File: config.mk
export PLATFORM = sky130hd
export DESIGN_NAME = next_pc_ctrl_flat
export DESIGN_NICKNAME = d
export VERILOG_FILES = /design/src/rtl/next_pc_pkg.sv /design/src/rtl/next_pc_ctrl_if.sv /design/src/rtl/return_addr_stack.sv /design/src/rtl/next_pc_ctrl.sv /design/src/flat_wrapper.sv
export SDC_FILE = /design/constraint.sdc
export NUM_CORES = 1
export LEC_CHECK = 0
export CAP_MARGIN = 20
export CORE_MARGIN = 1
export CORE_UTILIZATION = 58
export CTS_CLUSTER_DIAMETER = 150
export DETAILED_ROUTE_END_ITERATION = 7
export HOLD_SLACK_MARGIN = 0.06
export PLACE_DENSITY = 0.89
export SLEW_MARGIN = 20
export SYNTH_ARGS = -nofsm -noshare
export SYNTH_HDL_FRONTEND = slang
export SYNTH_SLANG_ARGS = --single-unit
File: constraint.sdc
create_clock -name clk -period 4.78 [get_ports clk]
set_clock_uncertainty 0.2 [all_clocks]
set_input_delay 0.717 -clock clk [delete_from_list [all_inputs] [get_ports clk]]
set_output_delay 0.717 -clock clk [all_outputs]
set_load 0.005 [all_outputs]
File: src/rtl/next_pc_pkg.sv
// next_pc_pkg: shared width default, flow-op encoding and FSM states for the next-address stage
package next_pc_pkg;
    localparam int AW = 4;
    localparam logic [2:0] OP_SEQ  = 3'd0;
    localparam logic [2:0] OP_JMP  = 3'd1;
    localparam logic [2:0] OP_BEQZ = 3'd2;
    localparam logic [2:0] OP_BNEZ = 3'd3;
    localparam logic [2:0] OP_CALL = 3'd4;
    localparam logic [2:0] OP_RET  = 3'd5;
    localparam logic [2:0] OP_HALT = 3'd6;
    typedef enum logic {S_RUN, S_HALT} state_t;
endpackage

File: src/rtl/next_pc_ctrl_if.sv
// next_pc_ctrl_if: pc/op/target request bundle and next-address/status response
interface next_pc_ctrl_if #(parameter int AW = next_pc_pkg::AW);
    logic [AW-1:0] pc;
    logic [AW-1:0] target;
    logic [AW-1:0] next;
    logic [2:0]    op;
    logic          zero;
    logic          stall;
    logic          ras_empty;
    logic          ras_full;
    logic          ras_err;
    logic          halted;
    modport master (output pc, op, target, zero, stall, input next, ras_empty, ras_full, ras_err, halted);
    modport slave  (input pc, op, target, zero, stall, output next, ras_empty, ras_full, ras_err, halted);
endinterface

File: src/rtl/return_addr_stack.sv
// return_addr_stack: LIFO of return addresses; push-when-full and pop-when-empty are ignored
module return_addr_stack #(
    parameter int AW = 4,
    parameter int RAS_DEPTH = 4
) (
    input  logic          clk,
    input  logic          rst,
    input  logic          push,
    input  logic          pop,
    input  logic [AW-1:0] din,
    output logic [AW-1:0] top,
    output logic          empty,
    output logic          full
);
    localparam int IW = $clog2(RAS_DEPTH);
    localparam int SW = IW + 1;
    logic [SW-1:0] sp;
    logic [AW-1:0] mem [RAS_DEPTH];
    logic [SW-1:0] sp_dec;
    assign sp_dec = sp - 1'b1;
    assign top    = mem[sp_dec[IW-1:0]];
    assign empty  = sp == '0;
    assign full   = sp == SW'(RAS_DEPTH);
    always_ff @(posedge clk or posedge rst) begin
        if (rst) begin
            sp <= '0;
            for (int i = 0; i < RAS_DEPTH; i++) mem[i] <= '0;
        end else if (push && !full) begin
            mem[sp[IW-1:0]] <= din;
            sp <= sp + 1'b1;
        end else if (pop && !empty) begin
            sp <= sp_dec;
        end
    end
endmodule

File: src/rtl/next_pc_ctrl.sv
// next_pc_ctrl: next-address mux with return-address stack, sticky stack error and RUN/HALT FSM
module next_pc_ctrl import next_pc_pkg::*; #(
    parameter int AW = next_pc_pkg::AW,
    parameter int RAS_DEPTH = 4
) (
    input logic clk,
    input logic rst,
    next_pc_ctrl_if.slave bus
);
    state_t        state;
    logic          err;
    logic          run;
    logic          push;
    logic          pop;
    logic          empty;
    logic          full;
    logic [AW-1:0] inc;
    logic [AW-1:0] top;
    assign run  = state == S_RUN && !bus.stall;
    assign inc  = bus.pc + 1'b1;
    assign push = run && bus.op == OP_CALL && !full;
    assign pop  = run && bus.op == OP_RET && !empty;
    return_addr_stack #(.AW(AW), .RAS_DEPTH(RAS_DEPTH)) u_ras (
        .clk(clk), .rst(rst), .push(push), .pop(pop), .din(inc),
        .top(top), .empty(empty), .full(full)
    );
    // Suppressed CALL/RET fall through to inc; HALT and stall hold pc.
    always_comb begin
        bus.next = rst ? '0 :
                   !run ? bus.pc :
                   bus.op == OP_JMP  ? bus.target :
                   bus.op == OP_BEQZ ? (bus.zero ? bus.target : inc) :
                   bus.op == OP_BNEZ ? (bus.zero ? inc : bus.target) :
                   push ? bus.target :
                   pop ? top :
                   bus.op == OP_HALT ? bus.pc : inc;
    end
    always_ff @(posedge clk or posedge rst) begin
        if (rst) begin
            state <= S_RUN;
            err   <= 1'b0;
        end else begin
            if (run && bus.op == OP_HALT) state <= S_HALT;
            if (run && ((bus.op == OP_CALL && full) || (bus.op == OP_RET && empty))) err <= 1'b1;
        end
    end
    assign bus.ras_empty = empty;
    assign bus.ras_full  = full;
    assign bus.ras_err   = err;
    assign bus.halted    = state == S_HALT;
endmodule

File: src/flat_wrapper.sv
// flat-port wrapper written by rule: the top's interface ports become plain ports
module next_pc_ctrl_flat import next_pc_pkg::*;
#(
    parameter int AW = next_pc_pkg::AW,
    parameter int RAS_DEPTH = 4
)
  (clk, rst, bus_pc, bus_op, bus_target, bus_zero, bus_stall, bus_next, bus_ras_empty, bus_ras_full, bus_ras_err, bus_halted);
  next_pc_ctrl_if #(.AW(AW)) bus_i ();
  input logic clk;
  input logic rst;
  input wire logic [$bits(bus_i.pc)-1:0] bus_pc;
  input wire logic [$bits(bus_i.op)-1:0] bus_op;
  input wire logic [$bits(bus_i.target)-1:0] bus_target;
  input wire logic [$bits(bus_i.zero)-1:0] bus_zero;
  input wire logic [$bits(bus_i.stall)-1:0] bus_stall;
  output wire logic [$bits(bus_i.next)-1:0] bus_next;
  output wire logic [$bits(bus_i.ras_empty)-1:0] bus_ras_empty;
  output wire logic [$bits(bus_i.ras_full)-1:0] bus_ras_full;
  output wire logic [$bits(bus_i.ras_err)-1:0] bus_ras_err;
  output wire logic [$bits(bus_i.halted)-1:0] bus_halted;
  assign bus_i.pc = bus_pc;
  assign bus_i.op = bus_op;
  assign bus_i.target = bus_target;
  assign bus_i.zero = bus_zero;
  assign bus_i.stall = bus_stall;
  assign bus_next = bus_i.next;
  assign bus_ras_empty = bus_i.ras_empty;
  assign bus_ras_full = bus_i.ras_full;
  assign bus_ras_err = bus_i.ras_err;
  assign bus_halted = bus_i.halted;
  next_pc_ctrl #(.AW(AW), .RAS_DEPTH(RAS_DEPTH)) u_core (.clk(clk), .rst(rst), .bus(bus_i));
endmodule
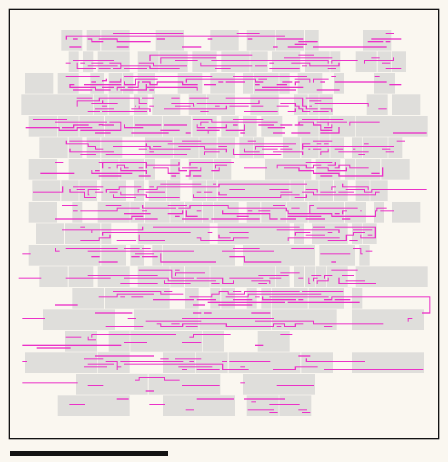
Figure 1: signal wires on met1.
Bar = 20 um.
share of all routed wire = 40%
main direction = horizontal

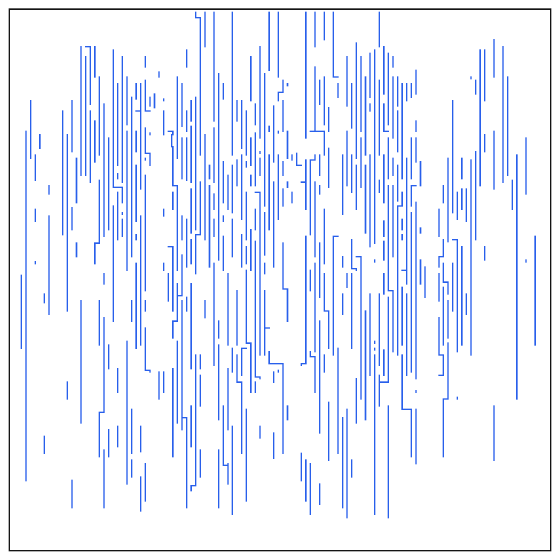
Figure 2: met2 routing.
wire length on this layer = 1,900 um
nets with wire on the layer = 183
longest straight run = 35.0 um
main direction = vertical

==> results.json <==
{
  "cap_violations": 0,
  "highest-signal-layer": "met4",
  "drv_slew": 0,
  "core_area_mm2": 0.002522,
  "ys.warnings.count": 0,
  "numCtsBuffers": 3,
  "max_clock_freq_mhz": 243.1,
  "clkSinkCount": 21,
  "synth.ff_latch_count": 21,
  "xor_share_pct": 5.551,
  "synth.cell_area_mm2": 0.001578,
  "worst_path_largest_cell_delay_ns": 0.66,
  "topCombFamilyByArea": "AND-OR/OR-AND gates",
  "grt_antenna_before_repair": 0,
  "setup.worst_path.end_class": "primary output",
  "cp_top_family": "buffers and inverters",
  "layout-drive-gt1-share_pct": 14.74,
  "dr_wl_met2_mm": 1.897,
  "outcome": "finished, final reports clean",
  "clk-insertion-delay-late_ns": 0.31,
  "pin_count_of_the_biggest_net_entering_global_routing": 23,
  "ir_drop_uv": 322.7,
  "met3_wirelength_um": 374,
  "synthAoiAreaFrac_pct": 18.95,
  "clock_transition_at_the_registers_of_the_reported_paths_ns": 0.12,
  "final_nets": 212,
  "grt_remaining_overflow": 0,
  "routed_wire_length_per_instance_um": 18.30,
  "max_slew.worst_pin.slew_ns": 0.5251,
  "netlist_top_cells_count": "dfrtp_1, nand2_1, mux2_2, o21ai_0, inv_1",
  "hold_viol_final": 0
}
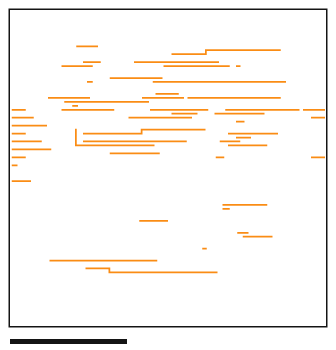
Figure 3: met3 routing.
Bar = 20 um.
share of all routed wire = 9.3%
main direction = horizontal
wire length on this layer = 374 um
longest straight run = 22.5 um

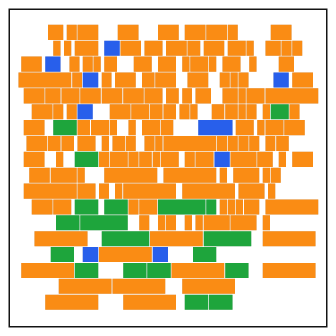
Figure 4: drive-strength map.
green -> drive 2  # cells 19, share 10%
orange -> drive 1 or less  # cells 162, share 85%
blue -> drive 3 to 4  # cells 9, share 4.7%

## registers in the layout, summed over array words and instances (netlist names)
register,count
u_core.u_ras.mem,16
u_core.u_ras.sp,3
u_core.bus.halted,1
u_core.bus.ras_err,1
## through the flow
step / total power, mW / hold slack (ns) / area [um2] / worst slack, ns
6_report: 0.6208 / 0.2849 / 1859 / 0.6669
5_1_grt: 0.6647 / 0.3141 / 1859 / 0.4935
4_1_cts: 0.6217 / 0.2871 / 1859 / 0.6585
3_5_place_dp: 0.5327 / 0.2599 / 1832 / 0.6854
3_3_place_gp: 0.5212 / 0.2576 / 1832 / 0.7619
2_1_floorplan: 0.4412 / 0.2446 / 1578 / 1.767
## power by group
part | total, mW | switching, mW | internal [mW]
clock | 0.0884 | 0.0570 | 0.0314
sequential | 0.257 | 0.0372 | 0.220
combinational | 0.275 | 0.135 | 0.140
total | 0.621 | 0.229 | 0.391
## path summary, 6_finish.rpt
| check | start | to | slack (ns) | cells after the start |
|---|---|---|---|---|
| max | bus_pc[0] | bus_next[2] | 0.67 | 8 |
| min | u_core.bus.ras_err | u_core.bus.ras_err | 0.28 | 1 |
| max reg2reg | u_core.u_ras.sp[0] | u_core.u_ras.mem[14] | 2.30 | 7 |
| min reg2reg | u_core.bus.ras_err | u_core.bus.ras_err | 0.28 | 1 |
| max in group asynchronous | rst | u_core.u_ras.mem[4] | 3.44 | 3 |
| min in group asynchronous | rst | u_core.bus.ras_err | 0.71 | 3 |
## cell type report
class / instances / area [um2]
Fill cell: 182 / 663.1
Tap cell: 30 / 37.54
Sequential cell: 21 / 525.5
Clock inverter: 1 / 5.005
Multi-Input combinational cell: 128 / 973.4
Clock buffer: 3 / 22.52
Timing Repair Buffer: 27 / 257.7
Inverter: 10 / 37.54
No activity file was given, so power comes from the tool's default toggle rates.
